**config.mk**
```make
export PLATFORM = sky130hd
export DESIGN_NAME = error_flag_gen
export DESIGN_NICKNAME = d
export VERILOG_FILES = /design/src/rtl/can_error_pkg.sv /design/src/rtl/equal_polarity_counter.sv /design/src/rtl/error_flag_gen.sv
export SDC_FILE = /design/constraint.sdc
export NUM_CORES = 1
export LEC_CHECK = 0
export CORE_MARGIN = 2
export CORE_UTILIZATION = 25
export DETAILED_ROUTE_END_ITERATION = 16
export GPL_TIMING_DRIVEN = 1
export HOLD_SLACK_MARGIN = 0.05
export PLACE_DENSITY = 0.4
export SLEW_MARGIN = 20
export SYNTH_ARGS = -nofsm -noshare
export SYNTH_HDL_FRONTEND = slang
export SYNTH_SLANG_ARGS = --single-unit
export TNS_END_PERCENT = 30
```
**constraint.sdc**
```tcl
create_clock -name clock -period 2.25 [get_ports clock]
set_input_delay 0.5625 -clock clock [delete_from_list [all_inputs] [get_ports clock]]
set_output_delay 0.5625 -clock clock [all_outputs]
set_load 0.005 [all_outputs]
```
**src/rtl/can_error_pkg.sv**
```systemverilog
// Shared CAN error-frame definitions used by the error flag generator and the
// error delimiter stage.
//   error_flag_state_t : error flag FSM state encoding
//   DOMINANT/RECESSIVE : bus bit polarities
//   ERROR_FLAG_LEN     : default number of error flag bits
//   ERROR_FLAG_CNT_W   : default width of the flag bit counter
package can_error_pkg;

  typedef enum logic [1:0] {
    IDLE         = 2'b00,
    ACTIVE_FLAG  = 2'b01,
    PASSIVE_FLAG = 2'b10,
    COMPLETE     = 2'b11
  } error_flag_state_t;

  localparam logic DOMINANT  = 1'b0;
  localparam logic RECESSIVE = 1'b1;

  localparam int unsigned ERROR_FLAG_LEN   = 6;
  localparam int unsigned ERROR_FLAG_CNT_W = 4;

endpackage

```
**src/rtl/equal_polarity_counter.sv**
```systemverilog
// Counts consecutive equal-polarity bus samples for the passive error flag.
// The run restarts at 1 whenever the sampled bit differs from the previous
// one (or the counter is empty).
// Ports:
//   clock, reset_n : clock and synchronous active-low reset
//   clear          : synchronous clear of count and last polarity
//   step           : count one sample (bit sample point while passive)
//   bit_in         : sampled bus bit
//   count          : current run length (registered)
//   next_count_c   : run length after this step (combinational)
//   done_c         : this step completes a run of FLAG_LEN (combinational)
module equal_polarity_counter
  import can_error_pkg::*;
#(
  parameter int unsigned FLAG_LEN = ERROR_FLAG_LEN,
  parameter int unsigned CNT_W    = ERROR_FLAG_CNT_W
) (
  input  logic             clock,
  input  logic             reset_n,
  input  logic             clear,
  input  logic             step,
  input  logic             bit_in,
  output logic [CNT_W-1:0] count,
  output logic [CNT_W-1:0] next_count_c,
  output logic             done_c
);

  logic last_pol;
  logic restart_c;

  // A run restarts on an empty counter or on a polarity change.
  always_comb begin
    restart_c    = (count == '0) || (bit_in != last_pol);
    next_count_c = restart_c ? CNT_W'(1) : count + CNT_W'(1);
    done_c       = step && !restart_c && (count == CNT_W'(FLAG_LEN - 1));
  end

  // Run length and polarity of the current run.
  always_ff @(posedge clock) begin
    if (!reset_n || clear) begin
      count    <= '0;
      last_pol <= 1'b0;
    end else if (step) begin
      count <= next_count_c;
      if (restart_c) begin
        last_pol <= bit_in;
      end
    end
  end

endmodule

```
**src/rtl/error_flag_gen.sv**
```systemverilog
// CAN error flag generator. On an error request an error-active node drives
// FLAG_LEN dominant bits; an error-passive node drives recessive and waits
// for FLAG_LEN consecutive equal-polarity bus samples. Completion is signalled
// to the error delimiter with a one-cycle error_flag_complete pulse.
// Optional build macro: ERROR_FLAG_BIT_MON_EN enables the flag_bit_error
// monitor (recessive sampled while an active flag drives dominant).
// Ports:
//   clock, reset_n       : clock and synchronous active-low reset
//   enable               : block enable, low acts as synchronous reset
//   sample_point         : one-cycle strobe at the bit sample point
//   error_detected       : one-cycle request to start an error flag
//   error_passive        : fault-confinement state, latched at flag start
//   bus_bit              : sampled bus value (1 = recessive)
//   error_flag_bit       : bit to drive onto the bus (0 = dominant)
//   bit_counter          : current flag bit count
//   error_flag_busy      : flag in progress
//   error_flag_complete  : one-cycle completion pulse
//   flag_bit_error       : one-cycle monitor pulse (0 unless monitor built)
module error_flag_gen
  import can_error_pkg::*;
#(
  parameter int unsigned FLAG_LEN = ERROR_FLAG_LEN,
  parameter int unsigned CNT_W    = ERROR_FLAG_CNT_W
) (
  input  logic             clock,
  input  logic             reset_n,
  input  logic             enable,
  input  logic             sample_point,
  input  logic             error_detected,
  input  logic             error_passive,
  input  logic             bus_bit,
  output logic             error_flag_bit,
  output logic [CNT_W-1:0] bit_counter,
  output logic             error_flag_busy,
  output logic             error_flag_complete,
  output logic             flag_bit_error
);

  error_flag_state_t state;
  logic              mode;

  logic              run_clear;
  logic              run_step;
  logic [CNT_W-1:0]  run_count;
  logic [CNT_W-1:0]  run_next_c;
  logic              run_done_c;

  // The equal-polarity run only lives while a passive flag is in progress.
  assign run_clear = !enable || (state != PASSIVE_FLAG);
  assign run_step  = sample_point && (state == PASSIVE_FLAG);

  equal_polarity_counter #(
    .FLAG_LEN (FLAG_LEN),
    .CNT_W    (CNT_W)
  ) u_run (
    .clock        (clock),
    .reset_n      (reset_n),
    .clear        (run_clear),
    .step         (run_step),
    .bit_in       (bus_bit),
    .count        (run_count),
    .next_count_c (run_next_c),
    .done_c       (run_done_c)
  );

  // Error flag FSM with registered outputs.
  always_ff @(posedge clock) begin
    if (!reset_n || !enable) begin
      state               <= IDLE;
      mode                <= 1'b0;
      error_flag_bit      <= RECESSIVE;
      bit_counter         <= '0;
      error_flag_busy     <= 1'b0;
      error_flag_complete <= 1'b0;
    end else begin
      error_flag_complete <= 1'b0;
      case (state)
        IDLE: begin
          error_flag_bit <= RECESSIVE;
          bit_counter    <= '0;
          if (error_detected) begin
            mode            <= error_passive;
            error_flag_busy <= 1'b1;
            if (error_passive) begin
              state          <= PASSIVE_FLAG;
              error_flag_bit <= RECESSIVE;
            end else begin
              state          <= ACTIVE_FLAG;
              error_flag_bit <= DOMINANT;
            end
          end
        end

        ACTIVE_FLAG: begin
          error_flag_bit <= mode ? RECESSIVE : DOMINANT;
          if (sample_point) begin
            if (bit_counter == CNT_W'(FLAG_LEN - 1)) begin
              state               <= COMPLETE;
              bit_counter         <= CNT_W'(FLAG_LEN);
              error_flag_bit      <= RECESSIVE;
              error_flag_busy     <= 1'b0;
              error_flag_complete <= 1'b1;
            end else begin
              bit_counter <= bit_counter + CNT_W'(1);
            end
          end
        end

        PASSIVE_FLAG: begin
          error_flag_bit <= RECESSIVE;
          if (sample_point) begin
            bit_counter <= run_next_c;
            if (run_done_c) begin
              state               <= COMPLETE;
              error_flag_busy     <= 1'b0;
              error_flag_complete <= 1'b1;
            end
          end
        end

        COMPLETE: begin
          state          <= IDLE;
          bit_counter    <= '0;
          error_flag_bit <= RECESSIVE;
        end

        default: begin
          state           <= IDLE;
          bit_counter     <= '0;
          error_flag_bit  <= RECESSIVE;
          error_flag_busy <= 1'b0;
        end
      endcase
    end
  end

`ifdef ERROR_FLAG_BIT_MON_EN
  // Recessive seen on the bus while we drive a dominant active flag.
  always_ff @(posedge clock) begin
    if (!reset_n || !enable) begin
      flag_bit_error <= 1'b0;
    end else begin
      flag_bit_error <= (state == ACTIVE_FLAG) && sample_point && (bus_bit == RECESSIVE);
    end
  end
`else
  assign flag_bit_error = 1'b0;
`endif

endmodule

```
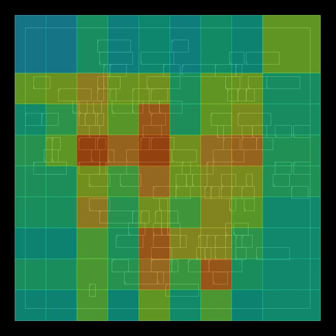
Figure 1: track usage over the die.
Util after Layout: 31.4%
GR Util met1: 15.8%
GRT Resource Usage Total: 12.1%
gr busiest metal: met2

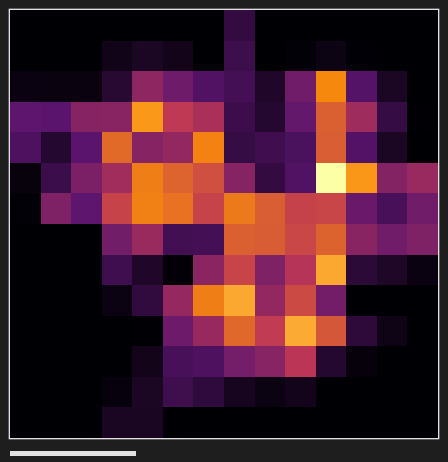
Figure 2: routed metal per tile.
The bar under the picture is 20 µm long. The die is cut into 14 by 14 equal tiles; black is low, pale yellow is high, scaled to the fullest tile. Values are wire area over tile area, all layers added.
The fullest tile reaches 0.38. 17% of the tiles are over half the peak. The emptiest ninth of the die: bottom left. The densest ninth of the die: middle. 37% of the tiles are nearly empty. The mean over all tiles is 0.080.
routed vias: 856
final WL: 2420 µm
Wirelength per Cell: 13.5 µm

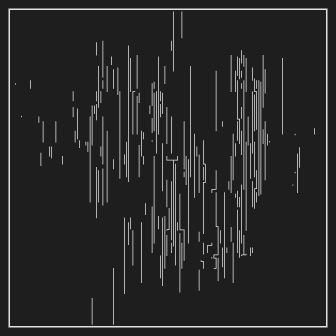
Figure 3: M2 wires.
The longest straight run is 29.2 µm. The layer carries 1180 µm of wire. The wires run mostly vertical.
M2 GR Usage: 20.6%

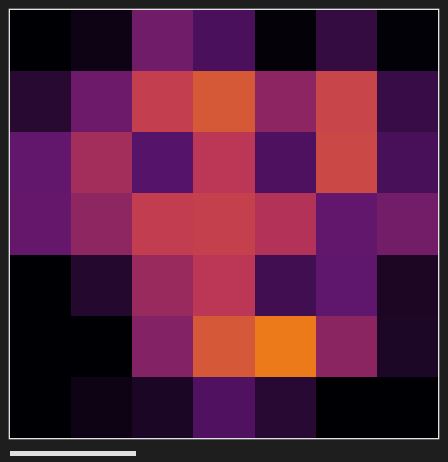
Figure 4: placement density heat map.
The bar under the picture is 20 µm long. The die is cut into 7 by 7 equal tiles; black is low, pale yellow is high, 0 to 100% covered.
18% of the tiles are nearly empty. The fullest tile reaches 70%. The densest ninth of the die: middle.
core footprint: 3970 µm²
fp util: 25.8%

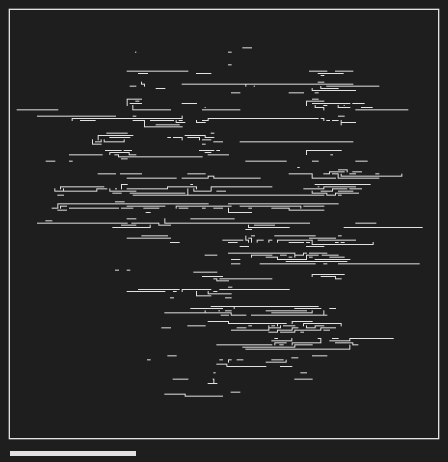
Figure 5: M1 wires.
The bar under the picture is 20 µm long.
The layer holds 47% of the routed length. The wires run mostly horizontal.

==> qor.yml <==
logic_synthesis:
  syn_nets: 133
  ys_sh_adder_pct: 13.4
  ys_warn_count: 0
  avgSynthCellArea_um2: 8.92
  ys_cells: 115
  area_leaders: "dfxtp_1, ha_1, nand2_1"
  synth.most_common_cell: "nand2_1"
route:
  ant_nets: 0
  wl_met2_um: 1180
timing:
  fmax_mhz: 537
  skew_ns: 0.00220
layout:
  final_cells: 180
  reg_top3: "bit_counter: 4 flops, u_run.count: 4 flops, state: 2 flops"
  sh_seq_area_pct: 24.0
  fillers: 425
  comb_share_pct: 52.2
  clock_cell_area_share_pct: 3.71
critical_path:
  reg2reg_to: "bit_counter[3]"
  critPathKind: "input port to flip-flop"
  worstPathRequired_ns: 2.39
outcome:
  status: "finished, final reports clean"
power:
  power_frac_seq_pct: 45.9
global_route:
  grt_pass1_wl_um: 4170
Power figures rest on the tool's default switching activity, not on a simulated workload.
